**Sequential cells grouped by signal name**

Other sequential cells in the stronger gray, the rest of the logic in the fainter gray.
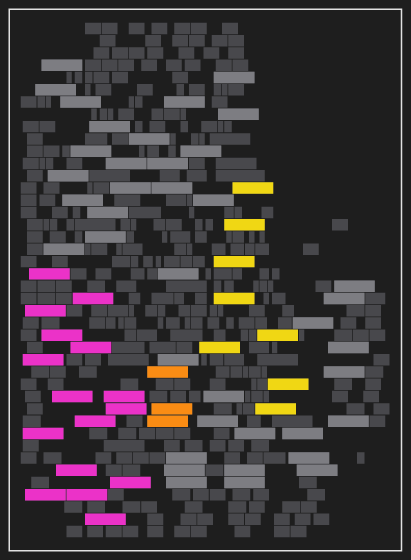
**Gate-type map**

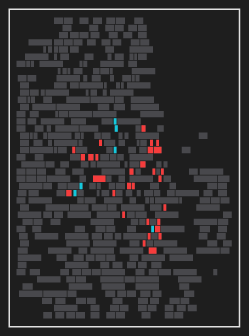
**Clock wiring as the flow saved it**

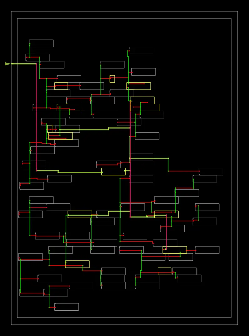
**PDN straps and rails**

Pins as bars on the die edge.
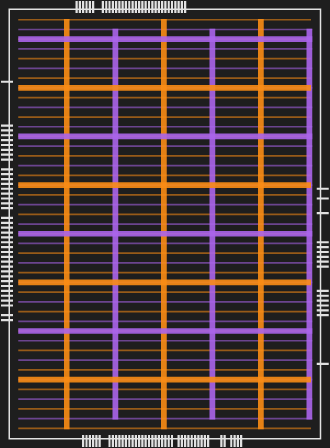
**Metal 1**

Supply wires on this layer in gray.
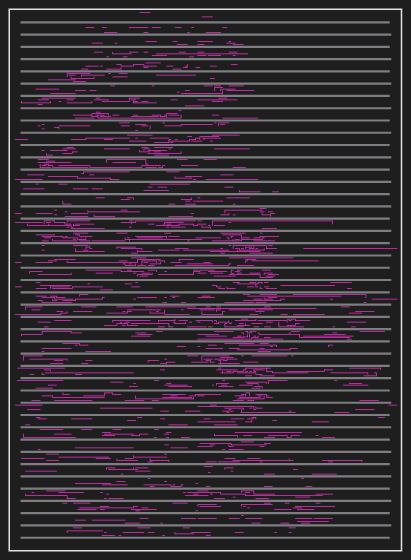
==> src/rtl/p4_mem_wb_if.sv <==
// Bundle between p3 outputs, the data memory and the register-file write port.
// master drives pipeline inputs and memory responses; slave is the p4 stage.
interface p4_mem_wb_if #(
   parameter int DATA_W = 16,
   parameter int ADDR_W = 16,
   parameter int REG_AW = 3
);
   logic [DATA_W-1:0] aluOutput;
   logic              writeRegp3;
   logic [REG_AW-1:0] regAddressp3;
   logic [ADDR_W-1:0] Address;
   logic [DATA_W-1:0] storeData;
   logic              readEnable;
   logic              writeEnable;
   logic [ADDR_W-1:0] mem_addr;
   logic [DATA_W-1:0] mem_wdata;
   logic              mem_re;
   logic              mem_we;
   logic [DATA_W-1:0] mem_rdata;
   logic              mem_ready;
   logic              wb_en;
   logic [REG_AW-1:0] wb_addr;
   logic [DATA_W-1:0] wb_data;
   logic              stall;
   logic              mem_err;

   modport master (
      output aluOutput, writeRegp3, regAddressp3, Address, storeData,
             readEnable, writeEnable, mem_rdata, mem_ready,
      input  mem_addr, mem_wdata, mem_re, mem_we, wb_en, wb_addr, wb_data,
             stall, mem_err
   );

   modport slave (
      input  aluOutput, writeRegp3, regAddressp3, Address, storeData,
             readEnable, writeEnable, mem_rdata, mem_ready,
      output mem_addr, mem_wdata, mem_re, mem_we, wb_en, wb_addr, wb_data,
             stall, mem_err
   );
endinterface

==> src/rtl/p4_mem_wb.sv <==
// MEM/WB stage: ALU writeback in 1 cycle; loads/stores wait on mem_ready (bounded by TIMEOUT)
// while stall holds p3; writeback of a load lands the cycle after mem_ready.
module p4_mem_wb #(
   parameter int DATA_W  = 16,
   parameter int ADDR_W  = 16,
   parameter int REG_AW  = 3,
   parameter int TIMEOUT = 15
) (
   input logic         clk,
   input logic         rst_n,
   p4_mem_wb_if.slave  bus
);
   typedef enum logic [1:0] {IDLE, RD_WAIT, WR_WAIT} state_t;

   localparam logic [7:0] TMO_LAST = 8'(TIMEOUT - 1);

   state_t            r_state;
   logic [7:0]        r_cnt;
   logic [ADDR_W-1:0] r_mem_addr;
   logic [DATA_W-1:0] r_mem_wdata;
   logic              r_mem_re;
   logic              r_mem_we;
   logic              r_wb_en;
   logic [REG_AW-1:0] r_wb_addr;
   logic [DATA_W-1:0] r_wb_data;
   logic              r_mem_err;
   logic              r_ld_wr;
   logic              w_tmo;

   // The wait cycle in which the counter would reach TIMEOUT is the last one granted.
   assign w_tmo = (r_cnt == TMO_LAST);

   always_ff @(posedge clk or negedge rst_n) begin
      if (!rst_n) begin
         r_state     <= IDLE;
         r_cnt       <= '0;
         r_mem_addr  <= '0;
         r_mem_wdata <= '0;
         r_mem_re    <= 1'b0;
         r_mem_we    <= 1'b0;
         r_wb_en     <= 1'b0;
         r_wb_addr   <= '0;
         r_wb_data   <= '0;
         r_mem_err   <= 1'b0;
         r_ld_wr     <= 1'b0;
      end else begin
         r_wb_en <= 1'b0;
         case (r_state)
            IDLE: begin
               if (bus.readEnable && bus.writeEnable) begin
                  r_mem_err <= 1'b1;
               end else if (bus.readEnable) begin
                  r_mem_addr <= bus.Address;
                  r_wb_addr  <= bus.regAddressp3;
                  r_ld_wr    <= bus.writeRegp3;
                  r_mem_re   <= 1'b1;
                  r_cnt      <= '0;
                  r_state    <= RD_WAIT;
               end else if (bus.writeEnable) begin
                  r_mem_addr  <= bus.Address;
                  r_mem_wdata <= bus.storeData;
                  r_mem_we    <= 1'b1;
                  r_cnt       <= '0;
                  r_state     <= WR_WAIT;
               end else begin
                  r_wb_en   <= bus.writeRegp3;
                  r_wb_addr <= bus.regAddressp3;
                  r_wb_data <= bus.aluOutput;
               end
            end
            RD_WAIT: begin
               if (bus.mem_ready) begin
                  r_mem_re  <= 1'b0;
                  r_wb_en   <= r_ld_wr;
                  r_wb_data <= bus.mem_rdata;
                  r_state   <= IDLE;
               end else if (w_tmo) begin
                  r_mem_re  <= 1'b0;
                  r_mem_err <= 1'b1;
                  r_state   <= IDLE;
               end else begin
                  r_cnt <= r_cnt + 8'd1;
               end
            end
            WR_WAIT: begin
               if (bus.mem_ready) begin
                  r_mem_we <= 1'b0;
                  r_state  <= IDLE;
               end else if (w_tmo) begin
                  r_mem_we  <= 1'b0;
                  r_mem_err <= 1'b1;
                  r_state   <= IDLE;
               end else begin
                  r_cnt <= r_cnt + 8'd1;
               end
            end
            default: r_state <= IDLE;
         endcase
      end
   end

   assign bus.mem_addr  = r_mem_addr;
   assign bus.mem_wdata = r_mem_wdata;
   assign bus.mem_re    = r_mem_re;
   assign bus.mem_we    = r_mem_we;
   assign bus.wb_en     = r_wb_en;
   assign bus.wb_addr   = r_wb_addr;
   assign bus.wb_data   = r_wb_data;
   assign bus.mem_err   = r_mem_err;
   assign bus.stall     = (r_state != IDLE);
endmodule
==> src/flat_wrapper.sv <==
// flat-port wrapper written by rule: the top's interface ports become plain ports
module p4_mem_wb_flat 
#(
   parameter int DATA_W  = 16,
   parameter int ADDR_W  = 16,
   parameter int REG_AW  = 3,
   parameter int TIMEOUT = 15
)
  (clk, rst_n, bus_aluOutput, bus_writeRegp3, bus_regAddressp3, bus_Address, bus_storeData, bus_readEnable, bus_writeEnable, bus_mem_rdata, bus_mem_ready, bus_mem_addr, bus_mem_wdata, bus_mem_re, bus_mem_we, bus_wb_en, bus_wb_addr, bus_wb_data, bus_stall, bus_mem_err);
  p4_mem_wb_if #(.DATA_W(DATA_W), .ADDR_W(ADDR_W), .REG_AW(REG_AW)) bus_i ();
  input logic clk;
  input logic rst_n;
  input wire logic [$bits(bus_i.aluOutput)-1:0] bus_aluOutput;
  input wire logic [$bits(bus_i.writeRegp3)-1:0] bus_writeRegp3;
  input wire logic [$bits(bus_i.regAddressp3)-1:0] bus_regAddressp3;
  input wire logic [$bits(bus_i.Address)-1:0] bus_Address;
  input wire logic [$bits(bus_i.storeData)-1:0] bus_storeData;
  input wire logic [$bits(bus_i.readEnable)-1:0] bus_readEnable;
  input wire logic [$bits(bus_i.writeEnable)-1:0] bus_writeEnable;
  input wire logic [$bits(bus_i.mem_rdata)-1:0] bus_mem_rdata;
  input wire logic [$bits(bus_i.mem_ready)-1:0] bus_mem_ready;
  output wire logic [$bits(bus_i.mem_addr)-1:0] bus_mem_addr;
  output wire logic [$bits(bus_i.mem_wdata)-1:0] bus_mem_wdata;
  output wire logic [$bits(bus_i.mem_re)-1:0] bus_mem_re;
  output wire logic [$bits(bus_i.mem_we)-1:0] bus_mem_we;
  output wire logic [$bits(bus_i.wb_en)-1:0] bus_wb_en;
  output wire logic [$bits(bus_i.wb_addr)-1:0] bus_wb_addr;
  output wire logic [$bits(bus_i.wb_data)-1:0] bus_wb_data;
  output wire logic [$bits(bus_i.stall)-1:0] bus_stall;
  output wire logic [$bits(bus_i.mem_err)-1:0] bus_mem_err;
  assign bus_i.aluOutput = bus_aluOutput;
  assign bus_i.writeRegp3 = bus_writeRegp3;
  assign bus_i.regAddressp3 = bus_regAddressp3;
  assign bus_i.Address = bus_Address;
  assign bus_i.storeData = bus_storeData;
  assign bus_i.readEnable = bus_readEnable;
  assign bus_i.writeEnable = bus_writeEnable;
  assign bus_i.mem_rdata = bus_mem_rdata;
  assign bus_i.mem_ready = bus_mem_ready;
  assign bus_mem_addr = bus_i.mem_addr;
  assign bus_mem_wdata = bus_i.mem_wdata;
  assign bus_mem_re = bus_i.mem_re;
  assign bus_mem_we = bus_i.mem_we;
  assign bus_wb_en = bus_i.wb_en;
  assign bus_wb_addr = bus_i.wb_addr;
  assign bus_wb_data = bus_i.wb_data;
  assign bus_stall = bus_i.stall;
  assign bus_mem_err = bus_i.mem_err;
  p4_mem_wb #(.DATA_W(DATA_W), .ADDR_W(ADDR_W), .REG_AW(REG_AW), .TIMEOUT(TIMEOUT)) u_core (.clk(clk), .rst_n(rst_n), .bus(bus_i));
endmodule
==> config.mk <==
export PLATFORM = sky130hd
export DESIGN_NAME = p4_mem_wb_flat
export DESIGN_NICKNAME = d
export VERILOG_FILES = /design/src/rtl/p4_mem_wb_if.sv /design/src/rtl/p4_mem_wb.sv /design/src/flat_wrapper.sv
export SDC_FILE = /design/constraint.sdc
export NUM_CORES = 1
export LEC_CHECK = 0
export CAP_MARGIN = 20
export CELL_PAD_IN_SITES_DETAIL_PLACEMENT = 0
export CELL_PAD_IN_SITES_GLOBAL_PLACEMENT = 1
export CORE_ASPECT_RATIO = 1.4
export CORE_MARGIN = 2
export CORE_UTILIZATION = 32
export CTS_CLUSTER_SIZE = 12
export DETAILED_ROUTE_END_ITERATION = 12
export HOLD_SLACK_MARGIN = 0.02
export PLACE_DENSITY = 0.88
export SLEW_MARGIN = 20
export SYNTH_ARGS = -nofsm -noshare
export SYNTH_HDL_FRONTEND = slang
export SYNTH_SLANG_ARGS = --single-unit
==> constraint.sdc <==
create_clock -name clk -period 2.2 [get_ports clk]
set_input_delay 0.44 -clock clk [delete_from_list [all_inputs] [get_ports clk]]
set_output_delay 0.44 -clock clk [all_outputs]
set_load 0.01 [all_outputs]
==> notes.md <==
flow finished, numbers: CTS buffer count 9, via count 2,489, Pwr Density 1353 nW/um^2, worst endpoint data arrival time 2.10 ns, ys flop type dfrtp_1, Synth top cells by count dfrtp_1, mux2_2, nor2_1, DP HPWL 5.740 mm, RSZ-0062 raised after global routing false, Avg WL per Cell 14.80 um, Setup Skew 0.007700 ns, XOR Share, Synth 0%, Ports 129, I/O Buffers 128, fp_density 32.70%, Setup violations, final 0, area delta synth->final 59.63%, DRC Markers 0, layer with the highest usage met2, Syn Inst Count 252, post-synth top area cell dfrtp_1, GR Util met2 26.68%, Hold Buf Count CTS 0, Final Cycle Share 85.91%, Top Layout Cells clkdlybuf4s50_1, dfrtp_1, mux2_2, Final min period 1.890 ns, ANT cells 0, layout cells sized above 1 19.15%, Synth Area in Simple Gates 11.29%, initial antenna violation count 0, gr ovfl total 0, most frequent cell after synthesis dfrtp_1, flops out of synthesis 66, clk root buf clkbuf_16, FA/HA/MAJ Cells, Area Fraction 4.090%, r2r worst-path depth 6, status completed, actual slew at the worst max-slew pin 0.5452 ns, Critical Path RT 2.41 ns, row count 42, die span in y 119.7 um, fin. max-slew vios 0, tool warning count 33, die area 10,370 sq um, Setup Buffers After CTS 0, DIE WIDTH 86.64 um, Avg Vias per Cell 4.861, Tot GR Track Use 15.51%, Cell area leaders dfrtp_1, mux2_2, mux2i_1, ha_1, a21oi_1, yosys warns 0
About 'sequential cells grouped by signal name':
[orange] u_core.bus.wb_addr | flops: 3
[magenta] u_core.bus.mem_addr | flops: 16
[yellow] u_core.r_cnt | flops: 8 | where: middle

About 'gate-type map':
[red] nand cells | cells: 29
[cyan] inv cells | cells: 6 | where: middle

About 'clock wiring as the flow saved it':
clock sink count: 66
final-layout clock buffer total: 11
clk pwr: 1400 uW

About 'PDN straps and rails':
[purple] VDD
[orange] VSS
met5 straps: 8
met4 straps: 6

About 'metal 1':
nets with wire on the layer: 412
share of all routed wire: 39%
wire length on this layer: 2,940 um
longest straight run: 28.5 um

## per-layer routing
| layer | wire (um) | vias up |
|---|---|---|
| met4 | 97 | 0 |
| met5 | 0 | - |
| met1 | 2943 | 1211 |
| met2 | 4063 | 78 |
| met3 | 474 | 9 |
| li1 | - | 1191 |
## path summary, 6_finish.rpt
path,startpoint,endpoint,slack (ns)
setup reg to reg,u_core.r_cnt[0]$_DFFE_PN0P_,u_core.r_cnt[3]$_DFFE_PN0P_,0.31
hold / removal,rst_n,u_core.r_cnt[0]$_DFFE_PN0P_,0.1
setup / recovery,u_core.r_cnt[0]$_DFFE_PN0P_,u_core.r_cnt[3]$_DFFE_PN0P_,0.31
max in group asynchronous,rst_n,u_core.bus.wb_en$_DFF_PN0_,1.38
hold reg to reg,u_core.bus.mem_wdata[4]$_DFFE_PN0P_,u_core.bus.mem_wdata[4]$_DFFE_PN0P_,0.50
min in group clk,u_core.bus.mem_wdata[4]$_DFFE_PN0P_,u_core.bus.mem_wdata[4]$_DFFE_PN0P_,0.50
## stage by stage
step / util [%] / cell area [sq um] / setup WS (ns) / total power (uW) / instances
2_1_floorplan: - / 3059 / 0.4132 / 3582 / 252
3_3_place_gp: 49.05 / 4588 / 0.07744 / 5167 / 498
3_5_place_dp: 49.05 / 4588 / 0.001925 / 5251 / 498
4_1_cts: 52.18 / 4881 / 0.05707 / 6697 / 512
5_1_grt: 52.21 / 4883 / 0.2061 / 7033 / 512
6_report: 52.21 / 4883 / 0.3101 / 6609 / 512
## area by class of cell
cell class                      count  area [sq um]  area share (%)
Sequential cell                    66          1652           33.82
Inverter                            6         22.52          0.4612
Clock buffer                       11         252.7           5.176
Tap cell                          110         137.6           2.818
Clock inverter                      3         40.04          0.8199
Timing Repair Buffer              146          1451           29.72
Multi-Input combinational cell    170          1328           27.18
## sequential cells by signal (all words and copies together), names as in the netlist
register              cells
u_core.bus.wb_data       16
u_core.bus.mem_wdata     16
u_core.bus.wb_en          1
u_core.bus.wb_addr        3
u_core.r_ld_wr            1
u_core.bus.mem_err        1
u_core.r_cnt              8
u_core.bus.mem_addr      16
u_core.bus.mem_re         1
u_core.r_state            2
u_core.bus.mem_we         1
## cells by family (layout without fill, tap and decap cells)
logic type	Yosys count	after routing
flops	66	66
simple gates	65	65
mux	55	55
compound gates	40	40
buf+inv	16	166
fa+ha+maj	10	10
## worst max-delay path, stage by stage, from the launching register on
cell     delay (ns)
dfrtp_1        0.46
inv_1          0.10
ha_1           0.20
and4b_1        0.22
a21oi_2        0.35
a41oi_1        0.16
a221o_1        0.28
## power breakdown
group / leakage, uW / internal (uW) / switching [uW]
Sequential: 0.000779 / 1770 / 310
Clock: 0.000147 / 921 / 480
Combinational: 0.00112 / 1790 / 1340
No activity file was given, so power comes from the tool's default toggle rates.
